## src/rtl/iq_comp_pkg.sv

```systemverilog
// Shared definitions for the adaptive IQ compensator: operating modes, settle FSM states
// and a generic signed saturation helper.
package iq_comp_pkg;

   localparam logic [1:0] BYPASS = 2'b00;
   localparam logic [1:0] INT_W  = 2'b01;
   localparam logic [1:0] EXT_W  = 2'b10;
   localparam logic [1:0] CONT_W = 2'b11;

   typedef enum logic [1:0] {
      StIdle,
      StAdapt,
      StSettled,
      StHold
   } settle_state_e;

   // Clamp a signed value to the range of a signed 'width'-bit quantity.
   function automatic logic signed [63:0] sat(input logic signed [63:0] value,
                                              input int                width);
      logic signed [63:0] hi;
      logic signed [63:0] lo;
      hi = (64'sd1 <<< (width - 1)) - 64'sd1;
      lo = -hi - 64'sd1;
      if (value > hi) return hi;
      if (value < lo) return lo;
      return value;
   endfunction

endpackage

```

## src/rtl/iq_comp_settle_det.sv

```systemverilog
// Convergence detector: counts consecutive quiet W updates and flags settled, with a hold
// state that freezes the count while the internal adaptation is frozen.
module iq_comp_settle_det
   import iq_comp_pkg::*;
#(
   parameter int D_W        = 14,
   parameter int SETTLE_TH  = 2,
   parameter int SETTLE_WIN = 64
) (
   input  logic                  clk,
   input  logic                  RESETn,
   input  logic                  upd,
   input  logic signed [D_W-1:0] dwr,
   input  logic signed [D_W-1:0] dwj,
   input  logic [1:0]            mode,
   input  logic                  freeze,
   output logic                  settled
);

   localparam int CNT_W = $clog2(SETTLE_WIN + 1);

   settle_state_e    state_q, prior_q, cur;
   logic [CNT_W-1:0] cnt_q;
   logic [1:0]       mode_q;
   logic             settled_q;
   logic             quiet, adapt_mode, hold_req;

   always_comb begin
      quiet      = (int'(dwr) <= SETTLE_TH) && (int'(dwr) >= -SETTLE_TH) &&
                   (int'(dwj) <= SETTLE_TH) && (int'(dwj) >= -SETTLE_TH);
      adapt_mode = (mode == INT_W) || (mode == CONT_W);
      hold_req   = (mode == INT_W) && freeze;
      // Leaving HOLD behaves as the remembered state so an update on that edge still counts.
      cur        = (state_q == StHold && !freeze) ? prior_q : state_q;
   end

   always_ff @(posedge clk or negedge RESETn) begin
      if (!RESETn) begin
         state_q   <= StIdle;
         prior_q   <= StAdapt;
         cnt_q     <= '0;
         mode_q    <= BYPASS;
         settled_q <= 1'b0;
      end else begin
         mode_q <= mode;
         if (mode != mode_q || !adapt_mode) begin
            state_q   <= StIdle;
            cnt_q     <= '0;
            settled_q <= 1'b0;
         end else begin
            case (cur)
               StIdle: begin
                  state_q <= StAdapt;
                  if (upd) cnt_q <= quiet ? CNT_W'(1) : '0;
               end
               StAdapt, StSettled: begin
                  if (hold_req) begin
                     prior_q <= cur;
                     state_q <= StHold;
                  end else begin
                     state_q <= cur;
                     if (upd) begin
                        if (quiet) begin
                           if (cnt_q != CNT_W'(SETTLE_WIN)) cnt_q <= cnt_q + CNT_W'(1);
                           if (cur == StAdapt && cnt_q == CNT_W'(SETTLE_WIN - 1)) begin
                              state_q   <= StSettled;
                              settled_q <= 1'b1;
                           end
                        end else begin
                           state_q   <= StAdapt;
                           cnt_q     <= '0;
                           settled_q <= 1'b0;
                        end
                     end
                  end
               end
               default: state_q <= StHold;
            endcase
         end
      end
   end

   assign settled = settled_q;

endmodule

```

## src/rtl/iq_comp_adaptive.sv

```systemverilog
// Adaptive 2x2 IQ image-rejection compensator: offset-binary to signed conversion,
// saturated correction with W, and LMS-style W adaptation with a settle detector.
module iq_comp_adaptive
   import iq_comp_pkg::*;
#(
   parameter int IN_W       = 4,
   parameter int W_W        = 13,
   parameter int M          = 9,
   parameter int UPD_SHIFT  = 0,
   parameter int SETTLE_TH  = 2,
   parameter int SETTLE_WIN = 64
) (
   input  logic                   clk,
   input  logic                   RESETn,
   input  logic                   in_valid,
   input  logic [1:0]             op_mode,
   input  logic                   freeze_iqcomp,
   input  logic [IN_W-1:0]        Ix,
   input  logic [IN_W-1:0]        Qx,
   input  logic signed [W_W-1:0]  Wr_in,
   input  logic signed [W_W-1:0]  Wj_in,
   output logic                   out_valid,
   output logic signed [IN_W-1:0] Iy,
   output logic signed [IN_W-1:0] Qy,
   output logic signed [W_W-1:0]  Wr,
   output logic signed [W_W-1:0]  Wj,
   output logic                   settled
);

   localparam int ACC_W = IN_W + W_W + 2;
   localparam int UPD_W = W_W + 2 * IN_W + 4;
   localparam int D_W   = W_W + 1;

   logic signed [IN_W-1:0]  ix_s, qx_s, iy_d, qy_d, iy_q, qy_q;
   logic signed [W_W-1:0]   wr_use, wj_use, wr_upd, wj_upd, wr_d, wj_d, wr_q, wj_q;
   logic signed [ACC_W-1:0] acc_i, acc_q;
   logic signed [UPD_W-1:0] sum_s, dif_s, term_r, term_j;
   logic signed [D_W-1:0]   dwr, dwj;
   logic                    out_valid_q, upd;

   always_comb begin
      // Offset-binary to two's complement is an MSB flip.
      ix_s   = {~Ix[IN_W-1], Ix[IN_W-2:0]};
      qx_s   = {~Qx[IN_W-1], Qx[IN_W-2:0]};
      wr_use = (op_mode == EXT_W) ? Wr_in : wr_q;
      wj_use = (op_mode == EXT_W) ? Wj_in : wj_q;

      acc_i = (ACC_W'(ix_s) <<< M) + ACC_W'(wr_use) * ACC_W'(ix_s)
              + ACC_W'(wj_use) * ACC_W'(qx_s);
      acc_q = (ACC_W'(qx_s) <<< M) + ACC_W'(wj_use) * ACC_W'(ix_s)
              - ACC_W'(wr_use) * ACC_W'(qx_s);

      if (op_mode == BYPASS) begin
         iy_d = ix_s;
         qy_d = qx_s;
      end else begin
         iy_d = IN_W'(sat(64'(acc_i >>> M), IN_W));
         qy_d = IN_W'(sat(64'(acc_q >>> M), IN_W));
      end
   end

   // Adaptation works from the registered outputs, so W lags the sample it corrects by one.
   always_comb begin
      sum_s  = UPD_W'(iy_q) + UPD_W'(qy_q);
      dif_s  = UPD_W'(iy_q) - UPD_W'(qy_q);
      term_r = (sum_s * dif_s) >>> UPD_SHIFT;
      term_j = ((UPD_W'(iy_q) * UPD_W'(qy_q)) <<< 1) >>> UPD_SHIFT;
      wr_upd = W_W'(sat(64'(UPD_W'(wr_q) - term_r), W_W));
      wj_upd = W_W'(sat(64'(UPD_W'(wj_q) - term_j), W_W));
      dwr    = D_W'(wr_upd) - D_W'(wr_q);
      dwj    = D_W'(wj_upd) - D_W'(wj_q);
      upd    = in_valid && out_valid_q &&
               ((op_mode == CONT_W) || (op_mode == INT_W && !freeze_iqcomp));

      case (op_mode)
         BYPASS: begin
            wr_d = '0;
            wj_d = '0;
         end
         EXT_W: begin
            wr_d = Wr_in;
            wj_d = Wj_in;
         end
         default: begin
            wr_d = upd ? wr_upd : wr_q;
            wj_d = upd ? wj_upd : wj_q;
         end
      endcase
   end

   always_ff @(posedge clk or negedge RESETn) begin
      if (!RESETn) begin
         out_valid_q <= 1'b0;
         iy_q        <= '0;
         qy_q        <= '0;
         wr_q        <= '0;
         wj_q        <= '0;
      end else begin
         out_valid_q <= in_valid;
         if (in_valid) begin
            iy_q <= iy_d;
            qy_q <= qy_d;
         end
         wr_q <= wr_d;
         wj_q <= wj_d;
      end
   end

   iq_comp_settle_det #(
      .D_W        (D_W),
      .SETTLE_TH  (SETTLE_TH),
      .SETTLE_WIN (SETTLE_WIN)
   ) u_settle_det (
      .clk     (clk),
      .RESETn  (RESETn),
      .upd     (upd),
      .dwr     (dwr),
      .dwj     (dwj),
      .mode    (op_mode),
      .freeze  (freeze_iqcomp),
      .settled (settled)
   );

   assign out_valid = out_valid_q;
   assign Iy        = iy_q;
   assign Qy        = qy_q;
   assign Wr        = wr_q;
   assign Wj        = wj_q;

endmodule

```

## config.mk

```make
export PLATFORM = sky130hd
export DESIGN_NAME = iq_comp_adaptive
export DESIGN_NICKNAME = d
export VERILOG_FILES = /design/src/rtl/iq_comp_pkg.sv /design/src/rtl/iq_comp_settle_det.sv /design/src/rtl/iq_comp_adaptive.sv
export SDC_FILE = /design/constraint.sdc
export NUM_CORES = 1
export LEC_CHECK = 0
export CAP_MARGIN = 20
export CORE_UTILIZATION = 40
export CTS_CLUSTER_DIAMETER = 50
export CTS_CLUSTER_SIZE = 10
export DETAILED_ROUTE_END_ITERATION = 10
export PLACE_DENSITY_LB_ADDON = 0.15
export SKIP_LAST_GASP = 1
export SYNTH_ARGS = -nofsm -noshare
export SYNTH_HDL_FRONTEND = slang
export SYNTH_SLANG_ARGS = --single-unit
```

## constraint.sdc

```tcl
create_clock -name clk -period 24.3 [get_ports clk]
set_clock_uncertainty 0.05 [all_clocks]
set_input_delay 6.075 -clock clk [delete_from_list [all_inputs] [get_ports clk]]
set_output_delay 6.075 -clock clk [all_outputs]
set_load 0.005 [all_outputs]
```

Fig. 1: gate families picked out
Scale: 2 px per um.
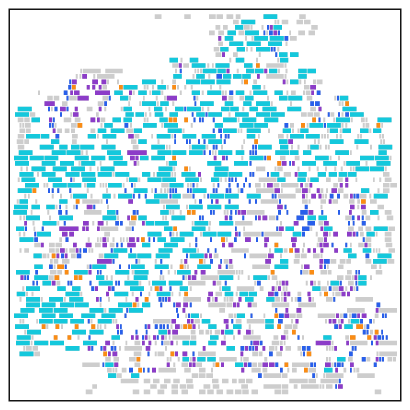
Key: NAND gates = blue [cells 323]; AND and OR gates = orange [cells 67]; adder and majority cells = cyan [cells 397, where all over the die]; inverting AOI/OAI gates = purple [cells 248, where all over the die]
Comb/total area: 75.7%
final std cells w/o fill: 2302
most frequent logic cell in the layout: inv_1

Fig. 2: clock routing
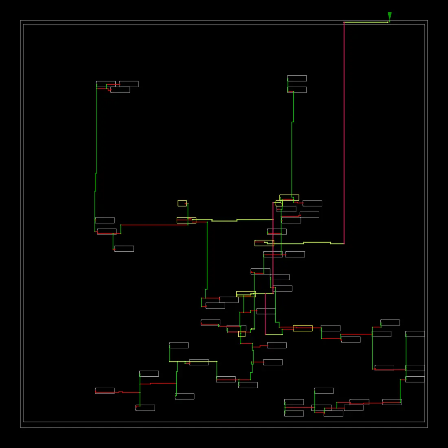
Worst-Skew Late Latency: 0.32 ns
clk sinks: 49
Clock Buffer Count: 5
number of buffers created by CTS: 5

==> reports/metrics.yaml <==
drt:
  viasPerCell: 5.46
  wl_per_cell_um: 20.0
  drc: 0
  highest_layer: "met4"
  drtAntennaViolNets: 0
floorplan:
  chipArea_mm2: 0.0380
  taps: 468
worst_setup_path:
  cp.arrival_ns: 13.89
  worstPathMaxFanout: 42
  cp-end-kind: "flip-flop"
synthesis:
  yosysWarnings: 0
  ff_type: "dfrtp_1"
  syn_inst: 1790
  yosysCellCount: 1790
  netlist_area_mm2: 0.0149
  numSynthFlops: 49
  top_logic_kind: "adder cells"
  synth-edff-count: 0
  ys_types: 82
clock_network:
  root_buffer: "clkbuf_16"
  cts_tree: "yes"
cells_and_area:
  num-fill-cells: 3746
  area_growth_pct: 9.24
  clock_area_share_pct: 0.945
final_timing:
  worst_slew_pin_slew_ns: 1.12
  maxClockFrequency_ghz: 0.0729
placed_design:
  dpl.hpwl_mm: 37.6
global_routing:
  top_usage_layer: "met2"
  first_global_vias: 13100
  grt_max_degree: 50
  grt_overflow: 0
outcome:
  status: "complete, no violations"
job:
  maxCapViolations: 0
Fig. 3: routed metal, one color a layer
Scale: 1.5 px per um. Two of the layers only.
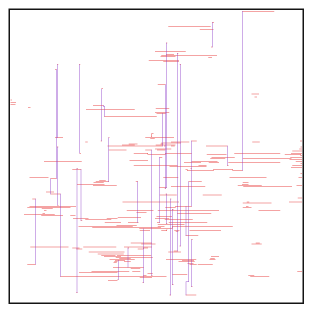
Key: met4 = purple [wire length 1620 um]; met3 = red [wire length 2330 um]
Routed WL: 46.0 mm
GRT Total Usage: 25.3%

Fig. 4: pin map
Scale: 2 px per um. Pins as bars across the die edge, other pins in gray.
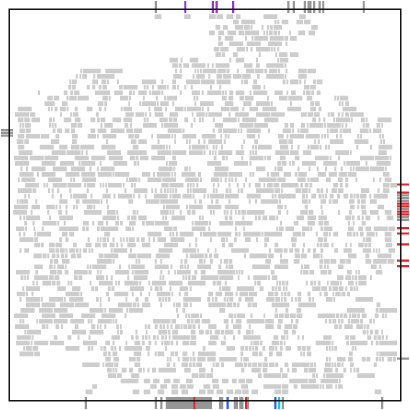
Key: `Wr` = red [pins 13, direction output, edge 11 right, 2 bottom]; `Qx` = purple [pins 4, direction input, edge top]; `op_mode` = blue [pins 2, direction input, edge bottom]; `out_valid` = cyan [pins 1, direction output, edge bottom]
All pins by edge: 41 bottom, 18 right, 14 top, 3 left.
Port Buf Inserts: 75
die y size: 195 um
Die W: 195 um

[final timing paths]
path	startpoint	endpoint	slack [ns]	depth (start not counted)
max in group asynchronous	RESETn	Iy[3]	17.82	2
min in group asynchronous	RESETn	u_settle_det.cnt_q[4]	5.85	2
setup / recovery	op_mode[1]	Qy[0]	10.59	22
setup reg to reg	Qy[1]	u_settle_det.state_q[0]	14.36	37
hold / removal	u_settle_det.prior_q[1]	u_settle_det.prior_q[1]	0.48	1
hold reg to reg	u_settle_det.prior_q[1]	u_settle_det.prior_q[1]	0.48	1
[per-stage QoR]
| step | utilization (%) | hold slack, ns |
|---|---|---|
| after floorplan | - | 0.432 |
| after global placement | 44.1 | 0.444 |
| after detailed placement | 44.1 | 0.466 |
| after CTS | 44.5 | 0.486 |
| after global routing | 44.5 | 0.525 |
| final | 44.5 | 0.483 |
